Fig. 1: run 1, PDN straps and rails
Pins as bars on the die edge. Tap cells in grey.
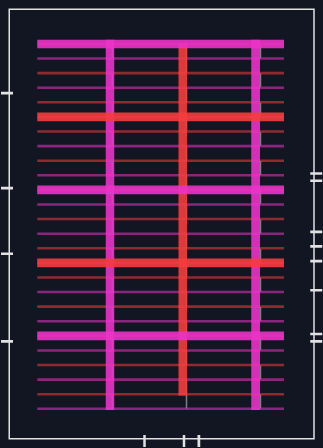
Fig. 2: run 1, cell classes on the final placement
Scale bar: 20 um.
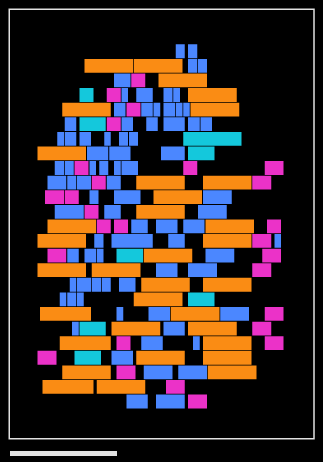
Fig. 3: run 1, where the registers sit
Other sequential cells in the stronger grey, the rest of the logic in the fainter grey.
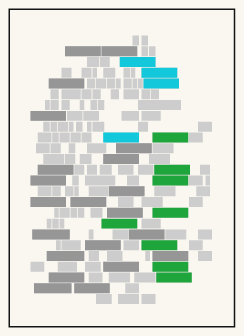
Fig. 4: run 1, clock network drawn from the DEF
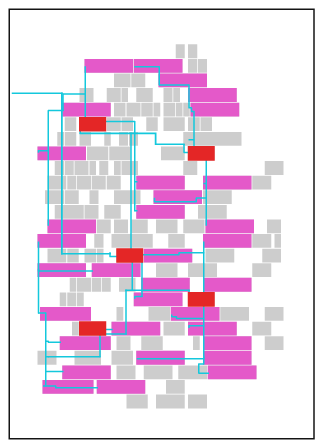
Design uart_rx_sampler, sky130hd; sources not shown.
==> out/metrics.yaml, run 1 <==
globalRoute.totalOverflow: 0
htree_num_levels: 2
ff2ff_setup_slack_ns: 0.06
worstPathMaxFanout: 5
ys_async_sr_fraction_pct: 100
worstSetupStartpointType: "register"
drtAntennaViolNets: 0
leakage_nw: 0.869
drv_slew: 0
layout.nets: 152
clkSinkCount: 33
wl_per_cell_um: 14.1
ys_area_sq_um: 1460
worst-slew-pin-transition_ns: 0.407
setup.worst_path.end_class: "register"
core_util_floorplan_pct: 46.7
final_hold_viol_count: 0
grt_start_max_net_pins: 34
cp.required_ns: 1.77
fin_area_sq_um: 1860
wl_um: 2650
synthAdderAreaFrac_pct: 1.71
use_met2_pct: 24.2
final_layout_fill_cell_count: 262
final_antenna_diode_count: 0
top_level_ports: 15
cts-root-buf: "clkbuf_8"
ys_warn_count: 0
synthesized_instance_count: 117
fp_nets: 123
max-slew-margin-rel_pct: 72.9
groute.usage.overall_pct: 13.7
worst-setup-path-type: "reg2reg"
groute.layer.met1.usage_pct: 14.3
cts_setup_buffers: 0
grt_first_pass_wirelength_um: 4660
edf_count: 0
die_area_sq_um: 4510
power_per_cell_area_nw_per_um2: 1290
synth_stat.cells: 117
hold_path.class: "in2async"
drive_above_1_share_pct: 34.7
dominantRegCellSynth: "dfrtp_1"
grt_most_used_layer: "met2"
route.detailed.vias_per_inst: 5.24
first_global_vias: 1024
clock_buffer_depth: 2
critical_path.slowest_cell: "dfrtp_1"
worst_path_largest_cell_delay_ns: 0.36
log.warning_count: 27
cts_inserted_buffers: 5
dpl.hpwl_um: 1900
run_status: "completed"
placed_cell_area_sq_um: 1720
max_cap_violations: 0
synthDistinctLibCells: 34
groute.layer.met3.usage_pct: 4.05
maxClockFrequency_ghz: 0.650
post_synth_ao_oa_area_fraction_pct: 9.77
synth_area_sq_um: 1460
rsz0062_at_grt: "true"
gpl.final_weighted_congestion: 0.861
finalCritPeriodShare_pct: 96.2
yosys.stat.seqShare_pct: 56.8
dr.first_iter.drc_count: 10
via_count: 980
cts_tree: "yes"
total_power_mw: 2.39
mux_contribution_to_synthesized_area_pct: 15.2
synthesis.area_per_instance_sq_um: 12.5
place.port_buffers: 14
synth_simple_gate_area_share_pct: 12.3
drcViolationCount: 0
final-setup-viol-count: 0
ff2ff_path_depth: 5
topCombFamilyByArea: "multiplexers"
layout_min_cycle_time_ns: 1.54
firstDrtPassIters: 4
mi_logic_area_sq_um: 601
clock_transition_at_the_register_clock_pins_on_the_worst_setup_and_hold_paths_after_cts_ns: 0.07
register_bit_count_reported_by_yosys: 33
synth_xor_xnor_area_share_pct: 0.600
antenna_violations_before_repair: 0
hold_buffers: 0
-- Fig. 1 (at the start) --
| net | colour |
|---|---|
| VSS | magenta |
| VDD | red |
signal pins: 15
tap cells: 40
met4 straps: 3
met1 rails: 26
rows: 25
die extent in y: 79.8 um
width of the die: 56.5 um
Max VDD drop: 0.834 mV

-- Fig. 2 (at the start) --
| class | colour | cells |
|---|---|---|
| combinational and other logic | blue | 79 |
| sequential cells | orange | 33 |
| clock drivers and dummy loads | cyan | 8 |
| remaining buffers and delay cells | magenta | 27 |
cell row count: 25
core region area: 3130 sq um
flip-flop and latch share of the layout cell area: 44.7%

-- Fig. 3 (at the start) --
| netlist name | colour | sequential cells |
|---|---|---|
| rx_data | green | 8 |
| bit_cnt | cyan | 4 |
not coloured: 21
final core occ: 59.4%
area taken by flip-flops and latches: 830 sq um
power attributed to sequential cells: 1.03 mW

-- Fig. 4 (at the start) --
[clock wires] cyan | length: 408 um
[flip-flops] magenta | count: 33
[clock drivers] red | count: 5
routed clock nets: 6
clock network fraction of design power: 33.7%
Clock Latency Late Sink: 0.28 ns
Layout Skew: 0.00314 ns

-- run 1: placed cells by master (no fill, tap or decap), drive strengths merged, types with 2 or more instances in the layout --
cell type and n:
dfrtp 30, mux2 17, clkdlybuf4s50 14, buf 13, o21ai 10, nor2 7, clkbuf 6, inv 5
nand2 5, a31oi 4, nand3 4, dfstp 3, or2 3, nand4 3, and2 2, nand2b 2
o22ai 2, a21oi 2, ha 2
-- run 1: layer usage --
layer,vias up,wire (um)
li1,477,-
met1,479,1090
met2,18,1370
met3,6,126
met4,0,60
met5,-,0
-- run 1: cell type report --
| class | count | area share, % |
|---|---|---|
| Timing Repair Buffer | 27 | 12.8 |
| Clock inverter | 2 | 2.02 |
| Tap cell | 40 | 2.70 |
| Sequential cell | 33 | 44.7 |
| Multi-Input combinational cell | 74 | 32.3 |
| Inverter | 5 | 1.01 |
| Clock buffer | 6 | 4.45 |
-- run 1: synth_stat cells, types with 2 or more instances --
cell type	count	share of area, %
nand4_1	2	0.86
nand2_1	5	1.3
nand3_1	4	1.4
dfrtp_1	30	51
nor2_1	7	1.8
o22ai_1	2	0.86
ha_1	2	1.7
mux2_2	9	6.9
a31oi_1	4	1.7
mux2_4	8	8.2
inv_1	5	1.3
a21oi_1	2	0.69
dfstp_2	3	5.4
nand2b_1	2	0.86
o21ai_0	10	3.4
buf_2	4	1.4
-- run 1: power by group --
group / switching (mW) / total (mW) / internal (mW)
Combinational: 0.262 / 0.548 / 0.286
Clock: 0.299 / 0.805 / 0.506
Sequential: 0.103 / 1.03 / 0.932
-- run 1: kinds of logic after synthesis --
family | count (synthesis)
AND-OR/OR-AND | 23
XOR/XNOR | 1
adder cells (fa/ha/maj) | 2
buffers and inverters | 11
flip-flops | 33
multiplexers | 17
AND/OR/NAND/NOR | 30
-- run 1: repair_timing --
item                       CTS  global route
gates resized                4             5
setup endpoints to repair   10            11
gates cloned                 0             1
-- run 1: stage by stage --
stage	cells	setup slack (ns)	hold WS [ns]	util, %	setup TNS, ns
4_1_cts	186	0.0441	0.354	59.0	0
3_3_place_gp	178	-0.265	0.347	54.8	-3.63
6_report	187	0.0606	0.344	59.4	0
5_1_grt	187	-0.0137	0.357	59.4	-0.0388
2_1_floorplan	117	0.0221	0.244	-	0
3_5_place_dp	178	-0.311	0.353	54.8	-4.31
-- run 1: critical path, delay by kind of cell (launching register included) --
kind                     cells  cell delay, ns
AND/OR/NAND/NOR              3            0.57
flip-flops                   1            0.36
adder cells (fa/ha/maj)      1            0.19
multiplexers                 1            0.31
==> inputs of run 2 (changes only) <==
--- a/config.mk
+++ b/config.mk
@@ -12,6 +12,7 @@
 export CTS_CLUSTER_DIAMETER = 120
 export DETAILED_ROUTE_END_ITERATION = 7
 export PLACE_DENSITY = 0.68
+export SLEW_MARGIN = 20
 export SYNTH_ARGS = -nofsm -noshare
 export SYNTH_HDL_FRONTEND = slang
 export SYNTH_SLANG_ARGS = --single-unit
Fig. 5: run 2, clock network drawn from the DEF
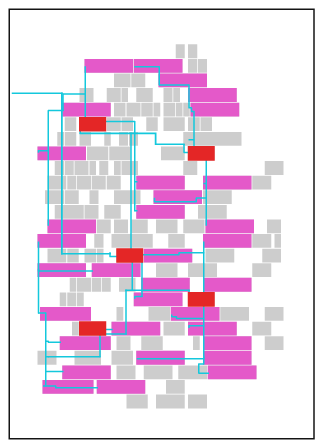
[clock drivers] red | count: 5
[clock wires] cyan | length: 408 um
[flip-flops] magenta | count: 33
routed clock nets: 6
power of the clock network: 0.805 mW

Fig. 6: run 2, cell classes on the final placement
Scale bar: 20 um.
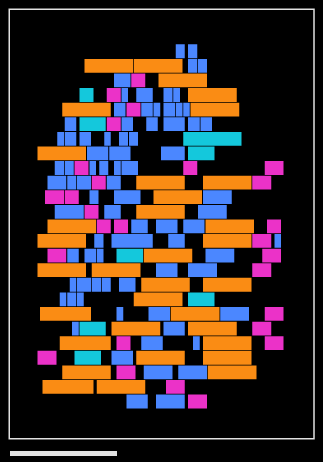
| class | colour | cells |
|---|---|---|
| remaining buffers and delay cells | magenta | 27 |
| sequential cells | orange | 33 |
| combinational and other logic | blue | 79 |
| clock drivers and dummy loads | cyan | 8 |
finished layout cell area: 1860 sq um

==> run 2 against run 1 <==
Net effect: sequential share of layout area unchanged; cell count unchanged; worst hold slack stayed put; synthesized cell count stayed put; register-to-register slack is essentially flat; maximum frequency unchanged; critical path depth did not move; total power is the same; non-clock buffer count stayed put; critical path type unchanged; largest power group unchanged.
==> out/metrics.yaml, run 2 <==
run_status: "completed"
register_bit_count_reported_by_yosys: 33
drive_above_1_share_pct: 34.7
worst-slew-pin-transition_ns: 0.407
die_area_sq_um: 4510
maxClockFrequency_ghz: 0.650
fp.dieH_um: 79.8
clock-skew-final_ns: 0.00314
ff2ff_path_depth: 5
arrival_ns: 1.71
dr.first_iter.drc_count: 10
grt_first_pass_wirelength_um: 4660
most-common-layout-cells: "dfrtp_1, clkdlybuf4s50_1, buf_4"
synth_largest_type_area_fraction_pct: 51.4
cts_inserted_buffers: 5
ff2ff_setup_slack_ns: 0.06
place.port_buffers: 14
clock_transition_at_the_register_clock_pins_on_the_worst_setup_and_hold_paths_after_cts_ns: 0.07
final_hold_viol_count: 0
dominantRegCellSynth: "dfrtp_1"
cts_tree: "yes"
cts-root-buf: "clkbuf_8"
cts_setup_buffers: 0
log.warning_count: 27
drtAntennaViolNets: 0
worst-setup-path-type: "reg2reg"
synthesized_instance_count: 117
antenna_violations_before_repair: 0
synthDistinctLibCells: 34
gpl.final_weighted_congestion: 0.861
wl_um: 2650
yosys.area.top_type: "dfrtp_1"
top_level_ports: 15
layout_top_cell_excl_fill_tap: "dfrtp_1"
wl_per_cell_um: 14.1
htree_num_levels: 2
globalRoute.totalOverflow: 0
dpl.hpwl_um: 1900
max_cap_violations: 0
power_per_cell_area_nw_per_um2: 1290
synth_stat.cells: 117
finalNonFillerCells: 187
final_critical_path_setup_slack_ns: 0.0606
worstPathMaxFanout: 5
layout_min_cycle_time_ns: 1.54
worstSetupStartpointType: "register"
leakage_nw: 0.869
synth_area_sq_um: 1460
edf_count: 0
fp_nets: 123
critical_path.slowest_cell: "dfrtp_1"
totalNegativeSetupSlack_ns: 0
hold_buffers: 0
placed_cell_area_sq_um: 1720
setup.worst_path.end_class: "register"
route.detailed.vias_per_inst: 5.24
firstDrtPassIters: 4
final_antenna_diode_count: 0
instance_count_on_the_critical_path: 5
ys_area_sq_um: 1460
core_util_floorplan_pct: 46.7
synthesis.area_per_instance_sq_um: 12.5
yosys.stat.seqShare_pct: 56.8
chipWidth_um: 56.5
grt_start_max_net_pins: 34
cp.required_ns: 1.77
ys_async_sr_fraction_pct: 100
via_count: 980
rsz0062_at_grt: "true"
total_power_mw: 2.39
ys_warn_count: 0
buf_inv_stages_crit_path: 0
ys_top_cells_by_area: "dfrtp_1, mux2_4, mux2_2, dfstp_2, o21ai_0"
max-slew-margin-rel_pct: 72.9
clock_buffer_depth: 2
clkSinkCount: 33
dpl_worst_slack_ns: -0.311
finalCritPeriodShare_pct: 96.2
crit_family: "simple AND/OR/NAND/NOR gates"
post-place-cells: 178
rows: 25
groute.usage.overall_pct: 13.7
layout.nets: 152
first_global_vias: 1024
ys_top_cells_by_count: "dfrtp_1, o21ai_0, mux2_2"
drv_slew: 0
worst_ir_drop_vdd_mv: 0.834
## run 2: cell counts in the layout (fill, tap and decap cells not counted)
No cell type changed its count.
## run 2: cell families (layout without fill, tap and decap cells)
family	count (synthesis)	after routing	synth area share [%]
AND-OR/OR-AND	23	23	9.77
XOR/XNOR	1	1	0.600
adder cells (fa/ha/maj)	2	2	1.71
buffers and inverters	11	40	3.68
flip-flops	33	33	56.8
multiplexers	17	17	15.2
AND/OR/NAND/NOR	30	31	12.3
## run 2: cell type report
type | instances | area [sq um] | share of cell area, %
Multi-Input combinational cell | 74 | 601 | 32.3
Sequential cell | 33 | 830 | 44.7
Timing Repair Buffer | 27 | 238 | 12.8
Clock inverter | 2 | 37.5 | 2.02
Inverter | 5 | 18.8 | 1.01
Tap cell | 40 | 50.0 | 2.70
Clock buffer | 6 | 82.6 | 4.45
## run 2: metal layers
layer  vias up  GRT usage (%)  share of wire [%]
li1        477              -                  -
met1       479           14.3                 41
met2        18           24.2                 52
met3         6           4.05                4.8
met4         0           7.84                2.3
met5         -              0                  0
## run 2: timing repair
action / CTS / global route
gates resized: 4 / 5
cloned: 0 / 1
endpoints found under the setup margin: 10 / 11
## run 2: worst min-delay path: stages
cell,delay (ns)
clkdlybuf4s50_1,0.39
inv_1,0.05
buf_4,0.36
## run 2: report_power, final
group,switching [mW],internal [mW],leakage (nW)
Clock,0.299,0.506,0.0574
Combinational,0.262,0.286,0.372
Sequential,0.103,0.932,0.439
Total,0.664,1.72,0.869
## run 2: stage by stage
step	hold slack (ns)	utilization [%]
5_1_grt	0.357	59.4
6_report	0.344	59.4
2_1_floorplan	0.244	-
3_5_place_dp	0.353	54.8
4_1_cts	0.354	59.0
3_3_place_gp	0.347	54.8
Power figures rest on the tool's default switching activity, not on a simulated workload.
